## src/rtl/multi_channel_window_watchdog_if.sv

```systemverilog
// ---------------------------------------------------------------------------
// multi_channel_window_watchdog_if
//
// Configuration bus of the multi-channel window watchdog. One channel is
// written per cycle while cfg_wr_en is high.
//
// Signals:
//   cfg_wr_en        write strobe
//   cfg_channel      target channel index
//   cfg_timeout      timeout T (0 selects the default timeout)
//   cfg_window_open  earliest legal kick count W (window mode only)
//   cfg_enable       channel enable
//
// Modports:
//   master  drives the bus (software / testbench side)
//   slave   receives the bus (watchdog side)
// ---------------------------------------------------------------------------
interface multi_channel_window_watchdog_if #(
    parameter int NUM_CHANNELS  = 4,
    parameter int COUNTER_WIDTH = 24
);
    localparam int CH_W = (NUM_CHANNELS > 1) ? $clog2(NUM_CHANNELS) : 1;

    logic                     cfg_wr_en;
    logic [CH_W-1:0]          cfg_channel;
    logic [COUNTER_WIDTH-1:0] cfg_timeout;
    logic [COUNTER_WIDTH-1:0] cfg_window_open;
    logic                     cfg_enable;

    modport master (
        output cfg_wr_en,
        output cfg_channel,
        output cfg_timeout,
        output cfg_window_open,
        output cfg_enable
    );

    modport slave (
        input cfg_wr_en,
        input cfg_channel,
        input cfg_timeout,
        input cfg_window_open,
        input cfg_enable
    );
endinterface

```

## src/rtl/multi_channel_window_watchdog.sv

```systemverilog
// ---------------------------------------------------------------------------
// multi_channel_window_watchdog
//
// N-channel watchdog. Every channel supervises one software task with its own
// timeout T and (optionally) an early-kick window W. Escalation is two-stage:
// the first expiry pulses irq_timeout and moves the channel to PRE_RESET; a
// second consecutive expiry without a kick triggers the shared wdt_reset
// pulse. A key-protected lock freezes all configuration writes.
//
// Optional feature macro: WDT_WINDOW_MODE_EN
//   defined   : a kick while count < W pulses early_kick_violation and acts
//               as a reset trigger.
//   undefined : W is ignored, every kick is accepted, early_kick_violation
//               stays 0 and cfg_window_open has no function.
//
// Ports:
//   clock                 system clock
//   reset_n               asynchronous active-low reset
//   cfg                   configuration bus (slave modport)
//   lock_req              set configuration lock (wins over unlock)
//   unlock_key            clears the lock when equal to UNLOCK_KEY
//   kick[N]               per-channel kick, rising-edge detected
//   force_reset_req       immediate reset request (ignores the lock)
//   irq_warning[N]        level, count has reached T - T/4
//   irq_timeout[N]        one-cycle pulse on first-stage expiry
//   early_kick_violation  one-cycle pulse on a kick before the window opens
//   wdt_reset             system reset pulse, RESET_PULSE_CYCLES long
//   channel_state[2N]     per-channel {IDLE=00, RUN=01, PRE_RESET=10}
//   timeout_event_count   saturating count of cycles with a reset trigger
//   config_locked         lock status
// ---------------------------------------------------------------------------
module multi_channel_window_watchdog #(
    parameter int                       NUM_CHANNELS       = 4,
    parameter int                       COUNTER_WIDTH      = 24,
    parameter logic [COUNTER_WIDTH-1:0] DEFAULT_TIMEOUT    = 24'hFF_FFFF,
    parameter int                       RESET_PULSE_CYCLES = 10,
    parameter logic [31:0]              UNLOCK_KEY         = 32'hDEAD_BEEF
) (
    input  logic                          clock,
    input  logic                          reset_n,
    multi_channel_window_watchdog_if.slave cfg,
    input  logic                          lock_req,
    input  logic [31:0]                   unlock_key,
    input  logic [NUM_CHANNELS-1:0]       kick,
    input  logic                          force_reset_req,
    output logic [NUM_CHANNELS-1:0]       irq_warning,
    output logic [NUM_CHANNELS-1:0]       irq_timeout,
    output logic [NUM_CHANNELS-1:0]       early_kick_violation,
    output logic                          wdt_reset,
    output logic [2*NUM_CHANNELS-1:0]     channel_state,
    output logic [15:0]                   timeout_event_count,
    output logic                          config_locked
);

    localparam int CH_W = (NUM_CHANNELS > 1) ? $clog2(NUM_CHANNELS) : 1;
    localparam int CW   = COUNTER_WIDTH;
    localparam int PW   = $clog2(RESET_PULSE_CYCLES + 1);

    typedef enum logic [1:0] {
        ST_IDLE = 2'b00,
        ST_RUN  = 2'b01,
        ST_PRE  = 2'b10
    } state_t;

    // -----------------------------------------------------------------------
    // Configuration write decode, shared by all channels
    // -----------------------------------------------------------------------
    logic          cfg_in_range;
    logic          wr_ok;
    logic [CW-1:0] new_timeout;

    assign cfg_in_range = (32'(cfg.cfg_channel) < 32'(NUM_CHANNELS));
    assign wr_ok        = cfg.cfg_wr_en && !config_locked && cfg_in_range;
    assign new_timeout  = (cfg.cfg_timeout == '0) ? DEFAULT_TIMEOUT : cfg.cfg_timeout;

`ifdef WDT_WINDOW_MODE_EN
    logic [CW-1:0] new_window;
    // A window that never closes before expiry would make every kick early,
    // so such a window is stored as "always open".
    assign new_window = (cfg.cfg_window_open >= new_timeout) ? '0 : cfg.cfg_window_open;
`else
    logic window_unused;
    assign window_unused = ^cfg.cfg_window_open;
`endif

    // -----------------------------------------------------------------------
    // Configuration lock: lock_req has priority over a matching key
    // -----------------------------------------------------------------------
    always_ff @(posedge clock or negedge reset_n) begin
        if (!reset_n) begin
            config_locked <= 1'b0;
        end else if (lock_req) begin
            config_locked <= 1'b1;
        end else if (unlock_key == UNLOCK_KEY) begin
            config_locked <= 1'b0;
        end
    end

    // -----------------------------------------------------------------------
    // Kick rising-edge detection
    // -----------------------------------------------------------------------
    logic [NUM_CHANNELS-1:0] kick_q;
    logic [NUM_CHANNELS-1:0] kick_edge;

    always_ff @(posedge clock or negedge reset_n) begin
        if (!reset_n) begin
            kick_q <= '0;
        end else begin
            kick_q <= kick;
        end
    end

    assign kick_edge = kick & ~kick_q;

    // -----------------------------------------------------------------------
    // Per-channel supervisor
    // Priority per edge: write > kick edge > expiry > increment.
    // -----------------------------------------------------------------------
    logic [NUM_CHANNELS-1:0] chan_trig;

    for (genvar i = 0; i < NUM_CHANNELS; i++) begin : g_ch
        state_t        state;
        logic [CW-1:0] count;
        logic [CW-1:0] timeout;
        logic          warn;
        logic          tmo_pulse;
        logic          early_pulse;

        logic          wr_hit;
        logic          active;
        logic          kick_early;
        logic          stage2;
        logic [CW-1:0] count_inc;
        logic [CW-1:0] warn_thr;

        assign wr_hit    = wr_ok && (cfg.cfg_channel == CH_W'(i));
        assign active    = (state != ST_IDLE);
        assign stage2    = (state == ST_PRE) && (count == timeout);
        assign count_inc = count + 1'b1;
        // Warning threshold is 75 % of T, computed without a multiplier.
        assign warn_thr  = timeout - (timeout >> 2);

`ifdef WDT_WINDOW_MODE_EN
        logic [CW-1:0] window;
        assign kick_early = active && kick_edge[i] && (count < window);
`else
        assign kick_early = 1'b0;
`endif

        // A kick edge pre-empts an expiry on the same edge, so stage-2 only
        // counts as a trigger when no kick edge arrives.
        assign chan_trig[i] = !wr_hit && active && (kick_edge[i] ? kick_early : stage2);

        always_ff @(posedge clock or negedge reset_n) begin
            if (!reset_n) begin
                state       <= ST_IDLE;
                count       <= '0;
                timeout     <= DEFAULT_TIMEOUT;
                warn        <= 1'b0;
                tmo_pulse   <= 1'b0;
                early_pulse <= 1'b0;
`ifdef WDT_WINDOW_MODE_EN
                window      <= '0;
`endif
            end else begin
                tmo_pulse   <= 1'b0;
                early_pulse <= 1'b0;
                if (wr_hit) begin
                    timeout <= new_timeout;
`ifdef WDT_WINDOW_MODE_EN
                    window  <= new_window;
`endif
                    count   <= '0;
                    state   <= cfg.cfg_enable ? ST_RUN : ST_IDLE;
                    warn    <= 1'b0;
                end else if (!active) begin
                    count <= '0;
                    warn  <= 1'b0;
                end else if (kick_edge[i]) begin
                    // Early and on-time kicks both restart the period; an
                    // early one additionally reports the violation.
                    count       <= '0;
                    state       <= ST_RUN;
                    warn        <= 1'b0;
                    early_pulse <= kick_early;
                end else if (count == timeout) begin
                    count <= '0;
                    warn  <= 1'b0;
                    if (state == ST_RUN) begin
                        state     <= ST_PRE;
                        tmo_pulse <= 1'b1;
                    end else begin
                        state <= ST_RUN;
                    end
                end else begin
                    // Warning tracks the count value being loaded so that it
                    // is high exactly while count >= threshold.
                    count <= count_inc;
                    warn  <= (count_inc >= warn_thr);
                end
            end
        end

        assign irq_warning[i]          = warn;
        assign irq_timeout[i]          = tmo_pulse;
        assign early_kick_violation[i] = early_pulse;
        assign channel_state[2*i +: 2] = state;
    end

    // -----------------------------------------------------------------------
    // Reset pulse generator and event counter
    // -----------------------------------------------------------------------
    logic          any_trigger;
    logic [PW-1:0] pulse_cnt;

    assign any_trigger = (|chan_trig) || force_reset_req;

    always_ff @(posedge clock or negedge reset_n) begin
        if (!reset_n) begin
            pulse_cnt           <= '0;
            wdt_reset           <= 1'b0;
            timeout_event_count <= '0;
        end else begin
            // A retrigger reloads the full length, so overlapping requests
            // stretch the pulse rather than being merged into the old one.
            if (any_trigger) begin
                pulse_cnt <= PW'(RESET_PULSE_CYCLES);
            end else if (pulse_cnt != '0) begin
                pulse_cnt <= pulse_cnt - 1'b1;
            end
            // Registered output equals "next pulse_cnt is non-zero".
            wdt_reset <= any_trigger || (pulse_cnt > PW'(1));

            if (any_trigger && (timeout_event_count != 16'hFFFF)) begin
                timeout_event_count <= timeout_event_count + 16'd1;
            end
        end
    end

endmodule
```

## src/flat_wrapper.sv

```systemverilog
// flat-port wrapper written by rule: the top's interface ports become plain ports
module multi_channel_window_watchdog_flat 
#(
    parameter int                       NUM_CHANNELS       = 4,
    parameter int                       COUNTER_WIDTH      = 24,
    parameter logic [COUNTER_WIDTH-1:0] DEFAULT_TIMEOUT    = 24'hFF_FFFF,
    parameter int                       RESET_PULSE_CYCLES = 10,
    parameter logic [31:0]              UNLOCK_KEY         = 32'hDEAD_BEEF
)
  (clock, reset_n, lock_req, unlock_key, kick, force_reset_req, irq_warning, irq_timeout, early_kick_violation, wdt_reset, channel_state, timeout_event_count, config_locked, cfg_cfg_wr_en, cfg_cfg_channel, cfg_cfg_timeout, cfg_cfg_window_open, cfg_cfg_enable);
  multi_channel_window_watchdog_if #(.NUM_CHANNELS(NUM_CHANNELS), .COUNTER_WIDTH(COUNTER_WIDTH)) cfg_i ();
  input  logic clock;
  input  logic reset_n;
  input  logic lock_req;
  input  logic [31:0] unlock_key;
  input  logic [NUM_CHANNELS-1:0] kick;
  input  logic force_reset_req;
  output logic [NUM_CHANNELS-1:0] irq_warning;
  output logic [NUM_CHANNELS-1:0] irq_timeout;
  output logic [NUM_CHANNELS-1:0] early_kick_violation;
  output logic wdt_reset;
  output logic [2*NUM_CHANNELS-1:0] channel_state;
  output logic [15:0] timeout_event_count;
  output logic config_locked;
  input wire logic [$bits(cfg_i.cfg_wr_en)-1:0] cfg_cfg_wr_en;
  input wire logic [$bits(cfg_i.cfg_channel)-1:0] cfg_cfg_channel;
  input wire logic [$bits(cfg_i.cfg_timeout)-1:0] cfg_cfg_timeout;
  input wire logic [$bits(cfg_i.cfg_window_open)-1:0] cfg_cfg_window_open;
  input wire logic [$bits(cfg_i.cfg_enable)-1:0] cfg_cfg_enable;
  assign cfg_i.cfg_wr_en = cfg_cfg_wr_en;
  assign cfg_i.cfg_channel = cfg_cfg_channel;
  assign cfg_i.cfg_timeout = cfg_cfg_timeout;
  assign cfg_i.cfg_window_open = cfg_cfg_window_open;
  assign cfg_i.cfg_enable = cfg_cfg_enable;
  multi_channel_window_watchdog #(.NUM_CHANNELS(NUM_CHANNELS), .COUNTER_WIDTH(COUNTER_WIDTH), .DEFAULT_TIMEOUT(DEFAULT_TIMEOUT), .RESET_PULSE_CYCLES(RESET_PULSE_CYCLES), .UNLOCK_KEY(UNLOCK_KEY)) u_core (.clock(clock), .reset_n(reset_n), .cfg(cfg_i), .lock_req(lock_req), .unlock_key(unlock_key), .kick(kick), .force_reset_req(force_reset_req), .irq_warning(irq_warning), .irq_timeout(irq_timeout), .early_kick_violation(early_kick_violation), .wdt_reset(wdt_reset), .channel_state(channel_state), .timeout_event_count(timeout_event_count), .config_locked(config_locked));
endmodule
```

## config.mk

```make
export PLATFORM = sky130hd
export DESIGN_NAME = multi_channel_window_watchdog_flat
export DESIGN_NICKNAME = d
export VERILOG_FILES = /design/src/rtl/multi_channel_window_watchdog_if.sv /design/src/rtl/multi_channel_window_watchdog.sv /design/src/flat_wrapper.sv
export SDC_FILE = /design/constraint.sdc
export NUM_CORES = 1
export LEC_CHECK = 0
export ABC_AREA = 1
export CAP_MARGIN = 5
export CELL_PAD_IN_SITES_DETAIL_PLACEMENT = 1
export CELL_PAD_IN_SITES_GLOBAL_PLACEMENT = 1
export CORE_MARGIN = 2
export CORE_UTILIZATION = 35
export DETAILED_ROUTE_END_ITERATION = 10
export GPL_ROUTABILITY_DRIVEN = 0
export PLACE_DENSITY = 0.63
export SETUP_SLACK_MARGIN = 0.15
export SLEW_MARGIN = 30
export SYNTH_ARGS = -nofsm -noshare
export SYNTH_HDL_FRONTEND = slang
export SYNTH_SLANG_ARGS = --single-unit
```

## constraint.sdc

```tcl
create_clock -name clock -period 6.3 [get_ports clock]
set_clock_uncertainty 0.15 [all_clocks]
set_input_delay 0.63 -clock clock [delete_from_list [all_inputs] [get_ports clock]]
set_output_delay 0.63 -clock clock [all_outputs]
set_load 0.01 [all_outputs]
```

**The clock network**

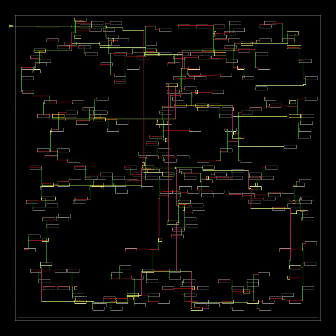
clk sinks: 234
clk_lat worst skew: 0.60 ns
CTS buffer count: 31
flip-flops: 234
clock buf count: 46

**Pin placement**

Pins as bars across the die edge, other pins in gray.
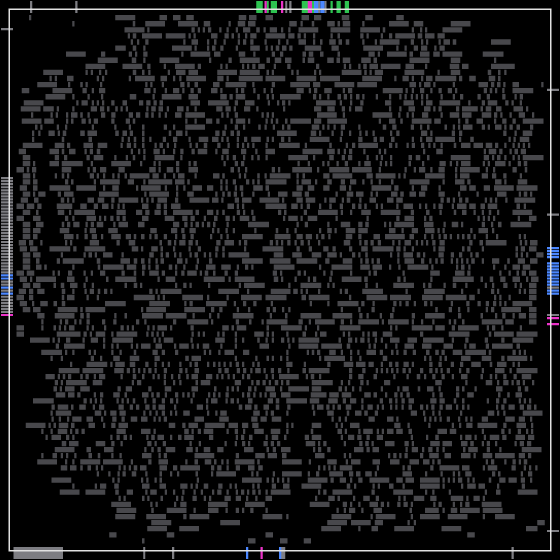
cfg_cfg_timeout -> blue  # pins 24, direction input, edge 14 east, 4 north, 4 west, 2 south
channel_state -> magenta  # pins 8, direction output, edge 4 north, 2 east, 1 west, 1 south
timeout_event_count -> green  # pins 16, direction output, edge north
all pins by edge = 47 west, 32 south, 30 north, 21 east

**Gate-type map**

Scale bar: 50 um.
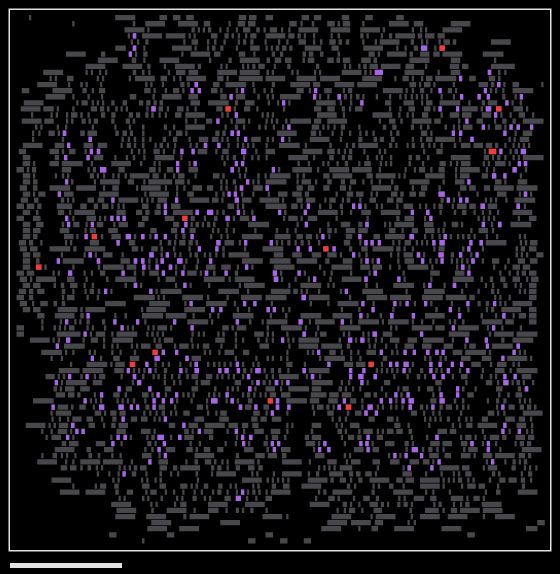
AND-OR and OR-AND gates -> red  # cells 13, most used a21o_1
inverting AOI/OAI gates -> purple  # cells 389, most used o21ai_0

**Signal wires by layer**

Two of the layers only.
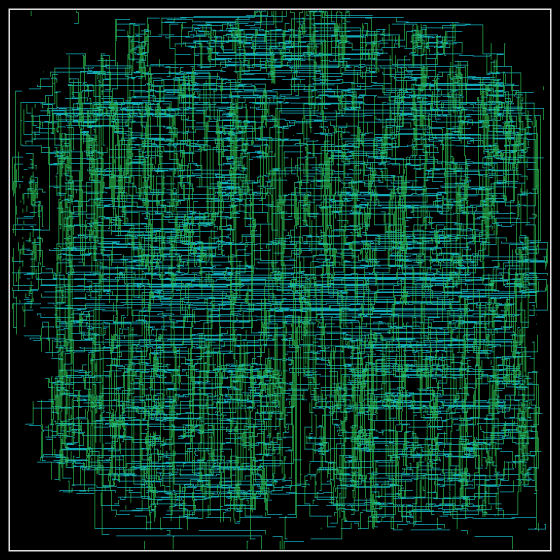
met2 -> green  # wire length 31.8 mm
met1 -> cyan  # wire length 31.6 mm

==> reports/qor.yml <==
yosys:
  synth_cell_type_count: 52
  topCellsByArea: "dfrtp_1, dfstp_2, ha_1, nand2_1, inv_1"
  yosysSeqAreaShare_pct: 30.3
  synthTopCellsByCount: "nand2_1, inv_1, nor2_1, ha_1, o21ai_0"
  ys.flops: 234
  yosys_most_used_dff: "dfrtp_1"
  avgSynthCellArea_sq_um: 7.20
  synthCells: 2742
  mux_share_pct: 0
  synth_top_cell_by_count: "nand2_1"
  synth_stat.cells: 2742
  synthAoiAreaFrac_pct: 10.9
  edf_count: 0
  synth_area_leader_cell: "dfrtp_1"
  synthAdderAreaFrac_pct: 12.6
  yosysTopAreaCellShare_pct: 17.5
  yosysWarningCount: 0
  synthArstFlopShare_pct: 100
place:
  pre_cts_slack_ns: 2.31
  hpwl_um: 53600
  placed_cells: 3558
  port_buffers: 101
floorplan:
  fp.dieW_um: 241
  initial_core_util_pct: 35.2
  die_y_um: 241
  rows: 87
  chipArea_sq_mm: 0.0583
  core_area_sq_mm: 0.0561
  io_pins: 130
run_status:
  status: "finished clean"
hold_path:
  hold_start: "kick[1]"
  holdPathStages: 1
  hold_class: "primary input to flip-flop"
setup_path:
  crit_type: "flip-flop to flip-flop"
  reg2reg_to: "u_core.g_ch[0].warn$_DFF_PN0_"
  slowest_stage: "dfstp_2"
  critPathMaxFanout: 4
  timing.rr.start: "u_core.g_ch[0].timeout[2]$_DFFE_PN1P_"
  crit_family: "AND-OR/OR-AND gates"
  worstPathRequired_ns: 6.57
  cp_num_buf_inv: 2
  critPathArrivalTime_ns: 4.28
  reg2regPathDepth: 17
  endpoint: "u_core.g_ch[0].warn$_DFF_PN0_"
  path_cells: "ha_1 -> inv_1 -> fa_1 -> nand3_1 -> nand2_1 -> a21boi_1 -> inv_1 -> a21oi_1 -> o21ai_1 -> xor2_1 -> ha_1 -> nand2_1 -> o21ai_0 -> a21oi_1 -> o221ai_1 -> nor2_1 -> nor2_1"
route:
  wl_um: 66600
  wl_per_cell_um: 18.4
  vias: 18200
  dr.pass1.iters: 5
  postRouteAntennaNets: 0
  viasPerCell: 5.02
  drc_errors: 0
finish:
  n_antenna_cell: 0
  area_delta_synth_final_pct: 14.5
  layout_top_cell: "nand2_1"
  lay_top_cells: "nand2_1, inv_1, nor2_1, ha_1, o21ai_0"
  instances_no_fill: 3616
  drive_gt1_share_pct: 7.48
  fin_nets: 3124
  n_fill_cell: 7028
power_and_ir_drop:
  peakVddDrop_mv: 0.217
  p_leak_nw: 11.4
timing:
  min_period_ns: 4.01
  holdWs_ns: 0.366
  hold_viol_final: 0
  worst_slack_ns: 2.29
  finalCritPeriodShare_pct: 63.6
  rsz0062_at_grt: "no"
  relSlewSlack_pct: 35.6
  setup_violations: 0
  slew_viol_final: 0
grt:
  grt_max_degree: 144
  grt_usage_pct: 23.1
  grt_first_pass_wirelength_um: 105000
  grt_pass1_vias: 19200
  grt_overflow: 0
cts:
  cts_tree: "built"
  postCtsSetupBuffers: 0
  path_clk_slew_ns: 0.06
  clockBufferDepth: 3
  h-tree-depth: 1
  cts-resized-gates: 0
run:
  max-cap-violations: 0
  log.warning_count: 54
[cell families (layout without fill, tap and decap cells)]
family	Yosys count	after routing
other cells	1	4
flops	234	234
compound gates	402	402
fa+ha+maj	196	196
buf+inv	508	623
xor+xnor	240	240
simple gates	1161	1161
[power by group]
group	switching (mW)	total, mW	leakage (nW)	internal (mW)
Sequential	0.193	1.88	2.88	1.68
Combinational	1.38	2.20	7.98	0.823
Clock	0.736	1.88	0.522	1.14
Total	2.31	5.96	11.4	3.65
[layout make-up]
type | count | area [sq um] | area share, %
clock buffer | 46 | 902 | 3.99
clock inverter | 11 | 158 | 0.698
inverter | 458 | 1720 | 7.61
multi-input combinational | 2003 | 11800 | 52.3
sequential | 234 | 5980 | 26.5
tap | 756 | 946 | 4.19
timing repair buffer | 108 | 1080 | 4.80
[routing by layer]
metal	global-route usage (%)	vias up	share of wire (%)
met3	2.61	62	3.3
met5	0	-	0
met4	4.38	0	1.5
li1	-	9006	-
met1	30.9	8861	47
met2	40.5	230	48
[through the flow]
stage | utilization [%] | power [mW]
after floorplan | - | 3.36
after global placement | 38.4 | 4.01
after detailed placement | 38.4 | 4.10
after CTS | 40.3 | 6.04
after global routing | 40.3 | 6.41
final | 40.3 | 5.96
[state kept, by name, indices dropped and copies added (netlist names)]
signal / flops
u_core.g_ch.count: 96
u_core.g_ch.timeout: 96
u_core.timeout_event_count: 16
u_core.g_ch.state: 8
u_core.g_ch.tmo_pulse: 4
u_core.g_ch.warn: 4
u_core.kick_q: 4
u_core.pulse_cnt: 4
u_core.config_locked: 1
u_core.wdt_reset: 1
[what timing repair did]
action | 4_1_cts | 5_1_grt
endpoints found under the setup margin | 0 | 0
hold buffers | 1 | 0
endpoints found under the hold margin | 67 | 0
Power figures rest on the tool's default switching activity, not on a simulated workload.
